[src/rtl/hit_judge.sv]
// hit_judge -- whack-a-mole hit/miss referee.
//
// Eight raw push buttons are synchronized and debounced. A clean 0->1 of a
// debounced level is a press event, judged against the currently shown mole.
// A press on the mole's hole scores a hit and locks out further presses
// until the mole moves. Any other press, or a mole that moves away without
// having been hit, counts as a miss. Both counters saturate at 99.
//
// Parameters
//   CYCLES_PER_MS  clk_1mhz cycles per millisecond
//   DEBOUNCE_MS    time a button level must be stable before it is accepted
//
// Ports
//   clk_1mhz    in   1  system clock, all state on its rising edge
//   rst_n       in   1  asynchronous active-low reset
//   enable      in   1  game running; judging only while high
//   mole_pos    in   4  0 = no mole, 1..8 = hole index, 9..15 read as 0
//   btn         in   8  raw bouncing buttons, btn[k] is hole k+1
//   hit_pulse   out  1  one-cycle pulse on a hit
//   miss_pulse  out  1  one-cycle pulse on a wrong press and/or escape
//   score       out  7  hit count, saturating at 99
//   miss_cnt    out  7  miss count, saturating at 99
module hit_judge #(
  parameter int CYCLES_PER_MS = 1000,
  parameter int DEBOUNCE_MS   = 5
) (
  input  logic       clk_1mhz,
  input  logic       rst_n,
  input  logic       enable,
  input  logic [3:0] mole_pos,
  input  logic [7:0] btn,
  output logic       hit_pulse,
  output logic       miss_pulse,
  output logic [6:0] score,
  output logic [6:0] miss_cnt
);

  localparam int DB_CYCLES = DEBOUNCE_MS * CYCLES_PER_MS;
  localparam int CNT_W     = (DB_CYCLES > 1) ? $clog2(DB_CYCLES) : 1;
  localparam logic [CNT_W-1:0] CNT_LAST = CNT_W'(DB_CYCLES - 1);
  localparam logic [6:0] SAT = 7'd99;

  // ---------------------------------------------------------------------
  // Input synchronizer and debouncers
  // ---------------------------------------------------------------------
  logic [7:0]       sync_q1;
  logic [7:0]       sync_q2;
  logic [7:0]       stable;
  logic [7:0]       stable_d;
  logic [CNT_W-1:0] db_cnt [8];
  logic [7:0]       press_evt;

  // NOTE: state registers use non-blocking (<=) so every flop samples the
  // pre-edge value of the others; blocking here would collapse the
  // two-flop synchronizer into a single flop.
  always_ff @(posedge clk_1mhz or negedge rst_n) begin
    if (!rst_n) begin
      sync_q1 <= '0;
      sync_q2 <= '0;
    end else begin
      sync_q1 <= btn;
      sync_q2 <= sync_q1;
    end
  end

  // The counter runs only while the synchronized level disagrees with the
  // accepted level; any agreeing cycle restarts the wait from zero.
  always_ff @(posedge clk_1mhz or negedge rst_n) begin
    if (!rst_n) begin
      stable   <= '0;
      stable_d <= '0;
      // NOTE: db_cnt is a small flop array, not a RAM macro, so clearing it
      // in reset is cheap and required; a true memory would not be reset.
      for (int k = 0; k < 8; k++) begin
        db_cnt[k] <= '0;
      end
    end else begin
      stable_d <= stable;
      for (int k = 0; k < 8; k++) begin
        if (sync_q2[k] == stable[k]) begin
          db_cnt[k] <= '0;
        end else if (db_cnt[k] == CNT_LAST) begin
          stable[k] <= sync_q2[k];
          db_cnt[k] <= '0;
        end else begin
          db_cnt[k] <= db_cnt[k] + CNT_W'(1);
        end
      end
    end
  end

  // Only rising edges of the accepted level are presses; releases are silent.
  assign press_evt = stable & ~stable_d;

  // ---------------------------------------------------------------------
  // Judge
  // ---------------------------------------------------------------------
  logic [3:0] prev_pos;
  logic       lock;
  logic       en_d;

  logic [3:0] mole_eff;
  logic       mole_changed;
  logic       lock_eff;
  logic [7:0] target_mask;
  logic       target_press;
  logic       wrong_press;
  logic       escape;
  logic       judge_on;
  logic       first_cycle;
  logic       hit_now;
  logic [1:0] miss_events;
  logic [7:0] miss_sum;
  logic [6:0] score_nxt;
  logic [6:0] miss_nxt;
  logic       lock_nxt;

  // NOTE: every always_comb output gets a default first, so no path can
  // leave a signal unassigned and infer a latch.
  always_comb begin
    mole_eff     = '0;
    mole_changed = 1'b0;
    lock_eff     = 1'b0;
    target_mask  = '0;
    target_press = 1'b0;
    wrong_press  = 1'b0;
    escape       = 1'b0;
    judge_on     = 1'b0;
    first_cycle  = 1'b0;
    hit_now      = 1'b0;
    miss_events  = '0;
    miss_sum     = '0;
    score_nxt    = score;
    miss_nxt     = miss_cnt;
    lock_nxt     = 1'b0;

    if (mole_pos >= 4'd1 && mole_pos <= 4'd8) begin
      mole_eff = mole_pos;
    end

    // A new mole clears the lock in the same cycle, so a press that lands
    // exactly on the change is judged against the new mole.
    mole_changed = (mole_eff != prev_pos);
    lock_eff     = lock & ~mole_changed;

    if (mole_eff != 4'd0) begin
      target_mask = 8'(1) << (mole_eff - 4'd1);
    end
    target_press = |(press_evt & target_mask);
    // A target press among simultaneous presses makes the whole event a hit.
    wrong_press  = (|press_evt) & ~target_press;
    // Escape looks at the lock as it stood before the change.
    escape       = mole_changed & (prev_pos != 4'd0) & ~lock;

    // The first enabled cycle only clears the counters; nothing is judged.
    first_cycle = enable & ~en_d;
    judge_on    = enable & en_d;

    hit_now     = judge_on & ~lock_eff & target_press;
    miss_events = {1'b0, judge_on & escape}
                + {1'b0, judge_on & ~lock_eff & wrong_press};

    score_nxt = (score == SAT) ? SAT : score + 7'd1;
    miss_sum  = {1'b0, miss_cnt} + {6'd0, miss_events};
    miss_nxt  = (miss_sum > 8'd99) ? SAT : miss_sum[6:0];

    lock_nxt = judge_on & (hit_now | lock_eff);
  end

  always_ff @(posedge clk_1mhz or negedge rst_n) begin
    if (!rst_n) begin
      prev_pos   <= '0;
      lock       <= 1'b0;
      en_d       <= 1'b0;
      hit_pulse  <= 1'b0;
      miss_pulse <= 1'b0;
      score      <= '0;
      miss_cnt   <= '0;
    end else begin
      prev_pos   <= mole_eff;
      lock       <= lock_nxt;
      en_d       <= enable;
      hit_pulse  <= hit_now;
      // An escape coinciding with a hit is still counted, but the single
      // pulse slot goes to the hit so the two pulses never overlap.
      miss_pulse <= (miss_events != 2'd0) & ~hit_now;
      if (first_cycle) begin
        score    <= '0;
        miss_cnt <= '0;
      end else if (judge_on) begin
        if (hit_now) begin
          score <= score_nxt;
        end
        miss_cnt <= miss_nxt;
      end
    end
  end

endmodule

[config.mk]
export PLATFORM = sky130hd
export DESIGN_NAME = hit_judge
export DESIGN_NICKNAME = d
export VERILOG_FILES = /design/src/rtl/hit_judge.sv
export SDC_FILE = /design/constraint.sdc
export NUM_CORES = 1
export LEC_CHECK = 0
export ABC_AREA = 0
export CAP_MARGIN = 20
export CORE_MARGIN = 2
export CORE_UTILIZATION = 58
export CTS_CLUSTER_SIZE = 14
export DETAILED_ROUTE_END_ITERATION = 10
export MAX_ROUTING_LAYER = met4
export PLACE_DENSITY = 0.77
export SLEW_MARGIN = 20
export SYNTH_ARGS = -nofsm -noshare
export SYNTH_HDL_FRONTEND = slang
export SYNTH_SLANG_ARGS = --single-unit
[constraint.sdc]
create_clock -name clk_1mhz -period 4.59 [get_ports clk_1mhz]
set_clock_uncertainty 0.2 [all_clocks]
set_input_delay 0.459 -clock clk_1mhz [delete_from_list [all_inputs] [get_ports clk_1mhz]]
set_output_delay 0.459 -clock clk_1mhz [all_outputs]
set_load 0.1 [all_outputs]
==> out/qor.yml, run 1 <==
status: "complete, no violations"
finalHoldViolCount: 0
clock_latency_ps: 420
synthMuxAreaShare_pct: 1.957
warnings: 27
num_rows: 40
vdd_ir_drop_max_uv: 275.8
initCoreUtil_pct: 59.63
fin_crit_sh_pct: 93.76
clkTransAtPathRegs_ps: 60
grt_max_degree: 88
hold_class: "reg -> reg"
wl_um: 12550
clock_tree.buffer_depth: 2
drive_above_1_share_pct: 7.337
edf_count: 0
total_power_w: 0.003088
setup_viol: 0
adder_share_pct: 2.551
rsz0062_at_grt: "false"
place_congestion: 0.8386
p_leak_nw: 3.766
r2r_slack_ps: 640
layout_top_cells: "158 x dfrtp_1, 131 x nor2_1, 64 x xor2_1, 50 x nand2_1, 44 x nand3_1"
drtAntennaViolNets: 0
synthCells: 681
grt_use_total_pct: 21.87
grt_pass1_vias: 4908
io_pins: 31
cp-start-kind: "input port"
grt_pass1_wl_um: 22310
fin_crit_ps: 4304
die-area_um2: 13250
async_flop_share_pct: 100.0
syn_area_um2: 7162
run 1: per-layer routing:
metal  up-vias  wire length (um)  track usage, %
met1      2420              5914           28.34
met4         0               195           8.112
met2        85              5971           33.92
li1       2400                 -               -
met3        21               470           5.166
met5         -                 0               -
run 1: sequential cells by signal, indices dropped and copies added (netlist names):
signal and cells:
db_cnt 104, en_d 1, prev_pos 4, score 7, lock 1, miss_pulse 1
stable 8, miss_cnt 7, sync_q2 8, stable_d 8, sync_q1 8, hit_pulse 1
run 1: synth_stat cells (13+ instances only):
cell      number  area [um2]
o21ai_0       13       65.06
nand3_1       44       220.2
clkbuf_1      13       48.80
nand2_1       50       187.7
nor2_1       131       491.7
and3_1        21       131.4
nand4_1       22       137.6
xor2_1        64       560.5
inv_1         16       60.06
dfrtp_1      158        3954
xnor2_1       34       297.8
ha_1          13       162.7
run 1: repair_timing:
action | 4_1_cts | 5_1_grt
hold buffers | 1 | 0
endpoints found under the setup margin | 0 | 1
resized | 0 | 1
buffers inserted | 0 | 0
hold endpoints to repair | 85 | 0
run 1: critical path, cell delays in order:
cell and delay (ps):
clkdlybuf4s50_1 530, nor2b_2 240, and3b_1 170, o32a_4 400
a21oi_1 190, o311ai_0 240, ha_1 350, ha_1 230
fa_1 420, and3_1 200, and3_1 190, o22a_1 200
o221ai_2 260, o21ai_0 120, a21o_1 190
run 1: metrics by stage:
stage / area (um2) / util, %
global route: 8299 / 69.09
CTS: 8297 / 69.07
finish: 8299 / 69.09
detailed placement: 7642 / 63.63
global placement: 7642 / 63.63
floorplan: 7162 / -
run 1: cells by family after synthesis:
kind of cell / Yosys count
AND-OR/OR-AND: 44
XOR/XNOR: 98
adder cells (fa/ha/maj): 14
buffers and inverters: 31
flip-flops: 158
multiplexers: 13
AND/OR/NAND/NOR: 323
run 1: area by class of cell:
cell class                 instances  area, um2
clock buffer                      26      519.2
sequential                       158       3954
multi-input combinational        492       3085
fill                             890       3712
clock inverter                     5      125.1
inverter                          16      60.06
timing repair buffer              39      371.6
tap                              147      183.9
run 1: where the power goes:
group          switching, W  leakage, nW  internal, W
Sequential        0.0000222         2.14      0.00142
Combinational     0.0000833         1.31    0.0000454
Clock              0.000521        0.317     0.000995
Total              0.000626         3.77      0.00246
run 1: path summary, 6_finish.rpt:
| check | depth (start not counted) | startpoint | end |
|---|---|---|---|
| setup / recovery | 15 | mole_pos[0] | miss_cnt[4] |
| hold / removal | 0 | sync_q1[6] | sync_q2[6] |
| setup reg to reg | 14 | stable[3] | miss_cnt[4] |
| hold reg to reg | 0 | sync_q1[6] | sync_q2[6] |
| max in group asynchronous | 3 | rst_n | db_cnt[85] |
| min in group asynchronous | 2 | rst_n | db_cnt[21] |
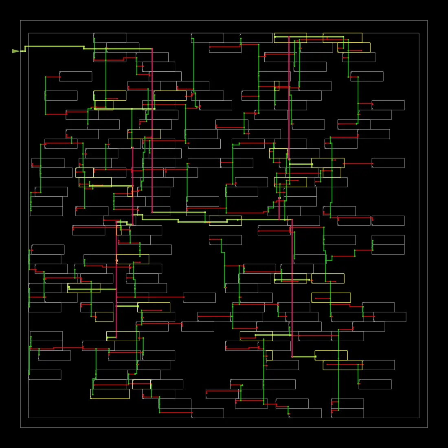
Run 1: clock wiring as the flow saved it
Seq Cell Count: 158
clk sinks: 158

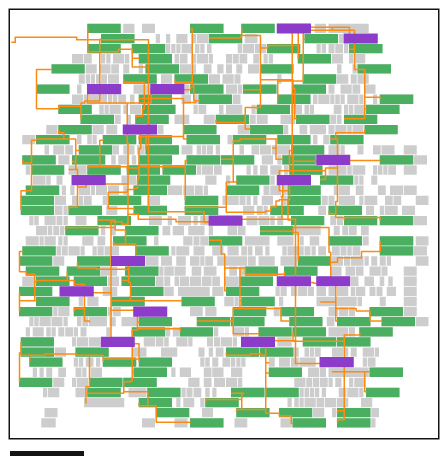
Run 1: clock network drawn from the DEF
Bar = 20 um.
legend:
  purple:
    item: clock-net drivers
    count: 17
  orange:
    item: clock wires
    length: 1780 um
  green:
    item: flip-flops
    count: 158
routed clock nets: 18
flops lie: all over the die

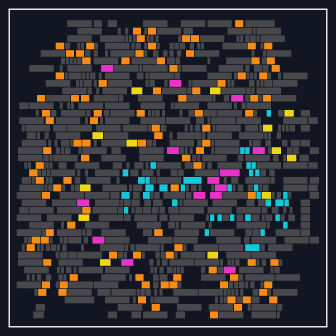
Run 1: selected gate families
legend:
  cyan:
    family: aoi and oai cells
    cells: 35
  yellow:
    family: mux cells
    cells: 13
  magenta:
    family: fa/ha/maj cells
    cells: 14
  orange:
    family: xor and xnor cells
    cells: 98
    where: all over the die

==> inputs of run 2 (changes only) <==
- CTS_CLUSTER_DIAMETER: unset -> 30
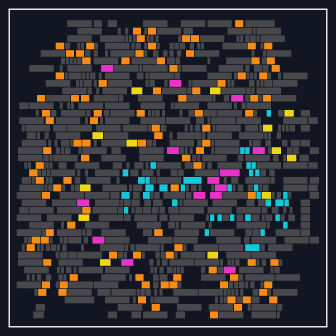
Run 2: selected gate families
legend:
  yellow:
    family: mux cells
    cells: 13
  cyan:
    family: aoi and oai cells
    cells: 35
  orange:
    family: xor and xnor cells
    cells: 98
    where: all over the die
  magenta:
    family: fa/ha/maj cells
    cells: 14
Commonest Layout Cell: dfrtp_1
Post-Layout Cell Count: 883
combinational share of cell area: 37.18%

==> run 2 against run 1 <==
  * Clock power about the same
  * Global-route usage unchanged
  * Sequential share of layout area is the same
  * Flip-flop count unchanged
  * Combinational power hardly changed
  * Sequential power hardly changed
  * Cell area unchanged
  * Via count stayed put
  * Routed wire length stayed put
  * Non-clock buffer count did not move
==> out/qor.yml, run 2 <==
hold_end: "sync_q2[6]"
hold_depth: 0  # unchanged
drtAntennaViolNets: 0  # unchanged
clock_latency_ps: 420  # about the same
setup_viol: 0  # unchanged
r2r_slack_ps: 640  # about the same
slowest_delay_ps: 530  # about the same
grt_max_degree: 88  # unchanged
drive_above_1_share_pct: 7.337  # unchanged
top_cells_by_count: "158 x dfrtp_1, 131 x nor2_1, 64 x xor2_1, 50 x nand2_1, 44 x nand3_1"
top_cells_by_area: "dfrtp_1 55%, xor2_1 7.8%, nor2_1 6.9%, xnor2_1 4.2%, nand3_1 3.1%"
finalHoldViolCount: 0  # unchanged
utilization_pct: 69.09  # unchanged
die-area_um2: 13250  # unchanged
path_cells: "clkdlybuf4s50_1 -> nor2b_2 -> and3b_1 -> o32a_4 -> a21oi_1 -> o311ai_0 -> ha_1 -> ha_1 -> fa_1 -> and3_1 -> and3_1 -> o22a_1 -> o221ai_2 -> o21ai_0 -> a21o_1"
edf_count: 0  # unchanged
fin_crit_ps: 4304  # unchanged
clkTransAtPathRegs_ps: 60  # about the same
warnings: 27  # unchanged
path_buffers: 1  # unchanged
r2r_start: "stable[3]"
synthCells: 681  # unchanged
place_area_um2: 7642  # unchanged
grt_pass1_vias: 4908  # unchanged
r2r_cells: 14  # unchanged
total_power_w: 0.003088  # unchanged
status: "complete, no violations"
p_leak_nw: 3.766  # unchanged
io_pins: 31  # unchanged
async_flop_share_pct: 100.0  # unchanged
clock_tree.buffer_depth: 2  # unchanged
reg2reg_to: "miss_cnt[4]"
cp_top_family: "AND-OR/OR-AND gates"
worst-path-stages: 15  # unchanged
synth.most_common_cell: "dfrtp_1"
grt_use_total_pct: 21.87  # unchanged
vdd_ir_drop_max_uv: 275.8  # unchanged
rsz0062_at_grt: "false"
cts.sinks: 158  # unchanged
cp-start-kind: "input port"
cp_slowest_cell: "clkdlybuf4s50_1"
cts_setup_buffers: 0  # unchanged
fin_crit_sh_pct: 93.76  # unchanged
initCoreUtil_pct: 59.63  # unchanged
top_register: "db_cnt"
place_congestion: 0.8386  # unchanged
synth_top_area_share_pct: 55.21  # unchanged
finalInstanceArea_um2: 8299  # unchanged
run 2: cell counts after synthesis:
No cell type changed its count.
run 2: layout make-up:
type | instances | area [um2]
Timing Repair Buffer | 39 | 371.6
Clock buffer | 26 | 519.2
Clock inverter | 5 | 125.1
Fill cell | 890 | 3712
Tap cell | 147 | 183.9
Multi-Input combinational cell | 492 | 3085
Sequential cell | 158 | 3954
Inverter | 16 | 60.06
run 2: cells by family after synthesis:
family / Yosys count / share of synthesized area, %
buffers and inverters: 31 / 1.747
and+or+nand+nor: 323 / 22.20
adders and majority gates: 14 / 2.551
muxes: 13 / 1.957
DFF: 158 / 55.21
xor gates and xnor gates: 98 / 11.98
AOI/OAI and AO/OA: 44 / 4.350
run 2: per-layer routing:
layer | global-route usage (%) | wire length (um) | up-vias
met3 | 5.166 | 470 | 21
met2 | 33.92 | 5971 | 85
li1 | - | - | 2400
met1 | 28.34 | 5914 | 2420
met4 | 8.112 | 195 | 0
met5 | - | 0 | -
run 2: stage by stage:
stage | cells | setup slack (ps) | setup TNS, ps
4_1_cts | 883 | 318.6 | 0
3_5_place_dp | 851 | -65.34 | -139.3
3_3_place_gp | 851 | 87.61 | 0
6_report | 883 | 286.5 | 0
2_1_floorplan | 681 | 610.4 | 0
5_1_grt | 883 | 32.26 | 0
run 2: worst max-delay path by stage:
stage	slack, ps	start	endpoint
6_report	290	mole_pos[0]	miss_cnt[4]
5_1_grt	30	mole_pos[0]	miss_cnt[4]
4_1_cts	320	mole_pos[0]	miss_cnt[4]
3_5_place_dp	-70	mole_pos[0]	miss_cnt[4]
3_3_place_gp	90	mole_pos[0]	miss_cnt[2]
2_1_floorplan	610	mole_pos[2]	miss_cnt[2]
run 2: power breakdown:
part | internal [W] | total, W | switching, W
combinational | 0.0000454 | 0.000129 | 0.0000833
clock | 0.000995 | 0.00152 | 0.000521
sequential | 0.00142 | 0.00144 | 0.0000222
total | 0.00246 | 0.00309 | 0.000626
run 2: what timing repair did:
| item | in CTS | in global routing |
|---|---|---|
| setup endpoints to repair | 0 | 1 |
| hold endpoints to repair | 85 | 0 |
| resized | 0 | 1 |
| hold buffers | 1 | 0 |
Power is estimated from default activity; no workload was simulated.
